Fig. 1: the metal 1 layer
Supply wires on this layer in grey. Cells faint in the background.
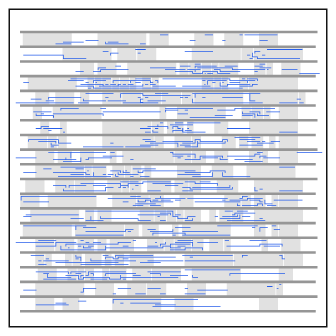
Fig. 2: the clock network
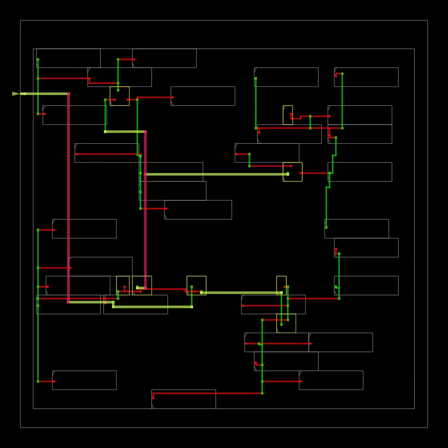
Fig. 3: placement by cell class
Bar = 20 um.
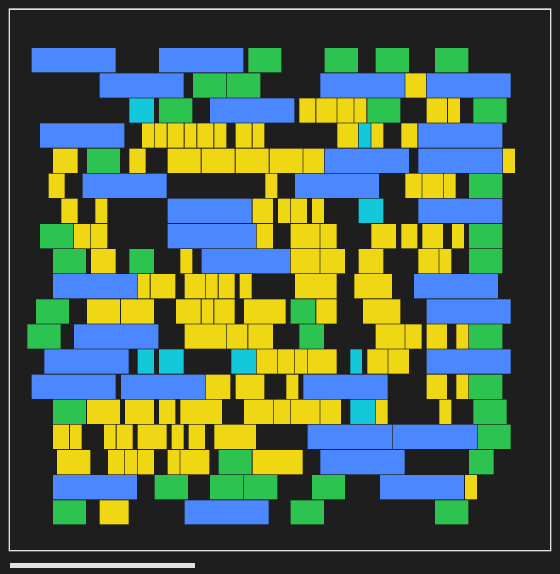
$ cat src/rtl/logic_tt_sweeper_pkg.sv
// Shared types and sizing helpers for the truth-table sweeper.
`timescale 1ns/1ps
package logic_tt_pkg;

  typedef enum logic [1:0] {
    IDLE,
    WAIT,
    CAPTURE,
    DONE
  } state_t;

  // Response masks of the reference logic stage: sop = maj(a,b,c), pos = a|b|c.
  localparam logic [7:0] EXP_SOP_DEF = 8'hE8;
  localparam logic [7:0] EXP_POS_DEF = 8'hFE;

  function automatic int tt_width(input int n_in);
    return 1 << n_in;
  endfunction

  // Wide enough to hold a count of TT_W itself.
  function automatic int cnt_width(input int n_in);
    return $clog2(tt_width(n_in)) + 1;
  endfunction

endpackage

$ cat src/rtl/logic_tt_sweeper_if.sv
// Stimulus/response and result bundle between the sweeper and its controller.
`timescale 1ns/1ps
interface logic_tt_sweeper_if #(
  parameter int N_IN = 3
);
  import logic_tt_pkg::*;

  localparam int TT_W = tt_width(N_IN);
  localparam int CW   = cnt_width(N_IN);

  logic            start;
  logic            busy;
  logic [N_IN-1:0] vec_out;
  logic            sop_in;
  logic            pos_in;
  logic [TT_W-1:0] tt_sop;
  logic [TT_W-1:0] tt_pos;
  logic            done;
  logic            pass;
  logic [CW-1:0]   mismatch_cnt;

  // Controller and logic-stage side.
  modport master (
    output start, sop_in, pos_in,
    input  busy, vec_out, tt_sop, tt_pos, done, pass, mismatch_cnt
  );

  // Sweeper side.
  modport slave (
    input  start, sop_in, pos_in,
    output busy, vec_out, tt_sop, tt_pos, done, pass, mismatch_cnt
  );

endinterface

$ cat src/rtl/logic_tt_sweeper.sv
// Sweeps every input vector of the logic stage, captures both outputs after a
// settle time, and compares the resulting truth tables against expected masks.
`timescale 1ns/1ps
module logic_tt_sweeper
  import logic_tt_pkg::*;
#(
  parameter int                    N_IN    = 3,
  parameter int                    SETTLE  = 1,
  parameter logic [(1<<N_IN)-1:0]  EXP_SOP = EXP_SOP_DEF,
  parameter logic [(1<<N_IN)-1:0]  EXP_POS = EXP_POS_DEF
) (
  input logic               clk,
  input logic               areset,
  logic_tt_sweeper_if.slave bus
);

  localparam int              TT_W     = tt_width(N_IN);
  localparam int              CW       = cnt_width(N_IN);
  localparam int              SW       = $clog2(SETTLE + 1);
  localparam logic [N_IN-1:0] LAST_IDX = N_IN'(TT_W - 1);
  localparam logic [SW-1:0]   SETTLE_LOAD = SW'(SETTLE - 1);

  state_t          state;
  logic [N_IN-1:0] idx;
  logic [SW-1:0]   settle_cnt;
  logic            hit;
  logic [CW-1:0]   mismatch_next;

  // NOTE: every variable assigned in always_comb gets a value on every path,
  // otherwise synthesis infers a latch to hold the old value.
  always_comb begin
    hit           = (bus.sop_in != EXP_SOP[idx]) || (bus.pos_in != EXP_POS[idx]);
    mismatch_next = bus.mismatch_cnt + CW'(hit);
  end

  // NOTE: sequential state uses non-blocking assignments so every register
  // samples pre-edge values; blocking here would create ordering-dependent races.
  always_ff @(posedge clk or posedge areset) begin
    if (areset) begin
      state            <= IDLE;
      idx              <= '0;
      settle_cnt       <= '0;
      bus.busy         <= 1'b0;
      bus.vec_out      <= '0;
      bus.tt_sop       <= '0;
      bus.tt_pos       <= '0;
      bus.done         <= 1'b0;
      bus.pass         <= 1'b0;
      bus.mismatch_cnt <= '0;
    end else begin
      bus.done <= 1'b0;
      unique case (state)
        IDLE: begin
          if (bus.start) begin
            idx              <= '0;
            bus.vec_out      <= '0;
            bus.tt_sop       <= '0;
            bus.tt_pos       <= '0;
            bus.mismatch_cnt <= '0;
            bus.pass         <= 1'b0;
            settle_cnt       <= SETTLE_LOAD;
            bus.busy         <= 1'b1;
            state            <= WAIT;
          end
        end

        WAIT: begin
          if (settle_cnt == '0) state <= CAPTURE;
          else                  settle_cnt <= settle_cnt - SW'(1);
        end

        CAPTURE: begin
          bus.tt_sop[idx]  <= bus.sop_in;
          bus.tt_pos[idx]  <= bus.pos_in;
          bus.mismatch_cnt <= mismatch_next;
          if (idx != LAST_IDX) begin
            idx         <= idx + N_IN'(1);
            bus.vec_out <= idx + N_IN'(1);
            settle_cnt  <= SETTLE_LOAD;
            state       <= WAIT;
          end else begin
            // Pass is judged on the count including the final vector.
            bus.vec_out <= '0;
            bus.pass    <= (mismatch_next == '0);
            bus.busy    <= 1'b0;
            bus.done    <= 1'b1;
            state       <= DONE;
          end
        end

        DONE: state <= IDLE;

        default: state <= IDLE;
      endcase
    end
  end

endmodule

$ cat src/flat_wrapper.sv
// flat-port wrapper written by rule: the top's interface ports become plain ports
module logic_tt_sweeper_flat import logic_tt_pkg::*;
#(
  parameter int                    N_IN    = 3,
  parameter int                    SETTLE  = 1,
  parameter logic [(1<<N_IN)-1:0]  EXP_SOP = EXP_SOP_DEF,
  parameter logic [(1<<N_IN)-1:0]  EXP_POS = EXP_POS_DEF
)
  (clk, areset, bus_start, bus_sop_in, bus_pos_in, bus_busy, bus_vec_out, bus_tt_sop, bus_tt_pos, bus_done, bus_pass, bus_mismatch_cnt);
  logic_tt_sweeper_if #(.N_IN(N_IN)) bus_i ();
  input logic clk;
  input logic areset;
  input wire logic [$bits(bus_i.start)-1:0] bus_start;
  input wire logic [$bits(bus_i.sop_in)-1:0] bus_sop_in;
  input wire logic [$bits(bus_i.pos_in)-1:0] bus_pos_in;
  output wire logic [$bits(bus_i.busy)-1:0] bus_busy;
  output wire logic [$bits(bus_i.vec_out)-1:0] bus_vec_out;
  output wire logic [$bits(bus_i.tt_sop)-1:0] bus_tt_sop;
  output wire logic [$bits(bus_i.tt_pos)-1:0] bus_tt_pos;
  output wire logic [$bits(bus_i.done)-1:0] bus_done;
  output wire logic [$bits(bus_i.pass)-1:0] bus_pass;
  output wire logic [$bits(bus_i.mismatch_cnt)-1:0] bus_mismatch_cnt;
  assign bus_i.start = bus_start;
  assign bus_i.sop_in = bus_sop_in;
  assign bus_i.pos_in = bus_pos_in;
  assign bus_busy = bus_i.busy;
  assign bus_vec_out = bus_i.vec_out;
  assign bus_tt_sop = bus_i.tt_sop;
  assign bus_tt_pos = bus_i.tt_pos;
  assign bus_done = bus_i.done;
  assign bus_pass = bus_i.pass;
  assign bus_mismatch_cnt = bus_i.mismatch_cnt;
  logic_tt_sweeper #(.N_IN(N_IN), .SETTLE(SETTLE), .EXP_SOP(EXP_SOP), .EXP_POS(EXP_POS)) u_core (.clk(clk), .areset(areset), .bus(bus_i));
endmodule
$ cat config.mk
export PLATFORM = sky130hd
export DESIGN_NAME = logic_tt_sweeper_flat
export DESIGN_NICKNAME = d
export VERILOG_FILES = /design/src/rtl/logic_tt_sweeper_pkg.sv /design/src/rtl/logic_tt_sweeper_if.sv /design/src/rtl/logic_tt_sweeper.sv /design/src/flat_wrapper.sv
export SDC_FILE = /design/constraint.sdc
export NUM_CORES = 1
export LEC_CHECK = 0
export CORE_MARGIN = 1.5
export CORE_UTILIZATION = 50
export DETAILED_ROUTE_END_ITERATION = 8
export PLACE_DENSITY = 0.76
export SYNTH_ARGS = -nofsm -noshare
export SYNTH_HDL_FRONTEND = slang
export SYNTH_SLANG_ARGS = --single-unit
$ cat constraint.sdc
create_clock -name clk -period 2.7 [get_ports clk]
set_clock_uncertainty 0.15 [all_clocks]
set_input_delay 0.27 -clock clk [delete_from_list [all_inputs] [get_ports clk]]
set_output_delay 0.27 -clock clk [all_outputs]
set_load 0.03 [all_outputs]
==> notes.md <==
Latest figures from synthesis and place and route.

The area fraction of the largest cell type after synthesis is 50.41%. Post-route period utilization is reported as 91.76%. The run finished with clean final reports. The highest clock rate this design can be run at is 0.4036 GHz.

CTS saw 31 sinks. The placed standard-cell area is 1841 sq um. TritonCTS built the clock tree. The type of the most critical hold path is in2async. The kind of launch point of the worst setup path is a flip-flop. The most utilized layer in the global route result is met2. The number of gates resized after CTS was 0. The most common cell in the netlist is sky130_fd_sc_hd__dfrtp_1.

Global routing consumed, on the met2 layer, 32.26% of the routing resources. After detailed placement, the design holds a cell count of 208. The flow reports power dissipated in combinational cells as 0.967 mW.

The script extracted a net switching power of 0.8634 mW. The transition time at the pin with the least slew margin is 0.5290 ns. The power group with the highest consumption is combinational cells.

The port buffer count is 30. The post-detailed-route wirelength per cell is 14.87 um. The clock period minus worst slack is 2.478 ns.

The detailed router put a total of 1448 um of wire on met1. The relative slew slack is 64.73%. The power per cell area is 1032 nW/um^2. The count of instantiated cells in the yosys netlist is 153.

For this run, the leading register cell type out of synthesis is sky130_fd_sc_hd__dfrtp_1. The vertical die dimension reported for this design is 58.48 um. The top-level I/O count is 31. The final layout report lists a non-clock inverter count of 20. The worst setup path endpoint is u_core.bus.pass$_DFFE_PP0P_. The reg-to-reg critical path startpoint is u_core.idx[1]$_DFFE_PP0P_. The number of antenna violations at the first check in global routing is 0. The required time of the critical path is 2.77 ns. The post-synthesis cell count is 153. Summed over all nets, wire length on met3 after detailed routing comes to 150 um. Per STA, the startpoint of the critical path is u_core.idx[1]$_DFFE_PP0P_. The capture instance of the worst register-to-register path is u_core.bus.pass$_DFFE_PP0P_.

The H-tree depth is 2. The worst hold slack is 0.1552 ns. The share of the Yosys chip area taken by registers is 50.41%.
About Fig. 1:
172 nets have wire on it. The layer carries 1450 um of wire. The wires run mostly horizontal.

About Fig. 2:
sequential cells: 31
clock insertion delay at the later pin of the skew report: 0.33 ns
number of buffers inserted during clock tree synthesis: 5
clock group total power: 0.254 mW
number of clock buffer instances in the layout: 7

About Fig. 3:
Key: cyan = clock drivers and dummy loads [cells 8, share of their area 2.7%]; blue = flops [cells 31, share of their area 41%]; yellow = combinational and other logic [cells 114, share of their area 38%]; green = other buffers and delay cells [cells 34, share of their area 18%]

Power figures rest on the tool's default switching activity, not on a simulated workload.
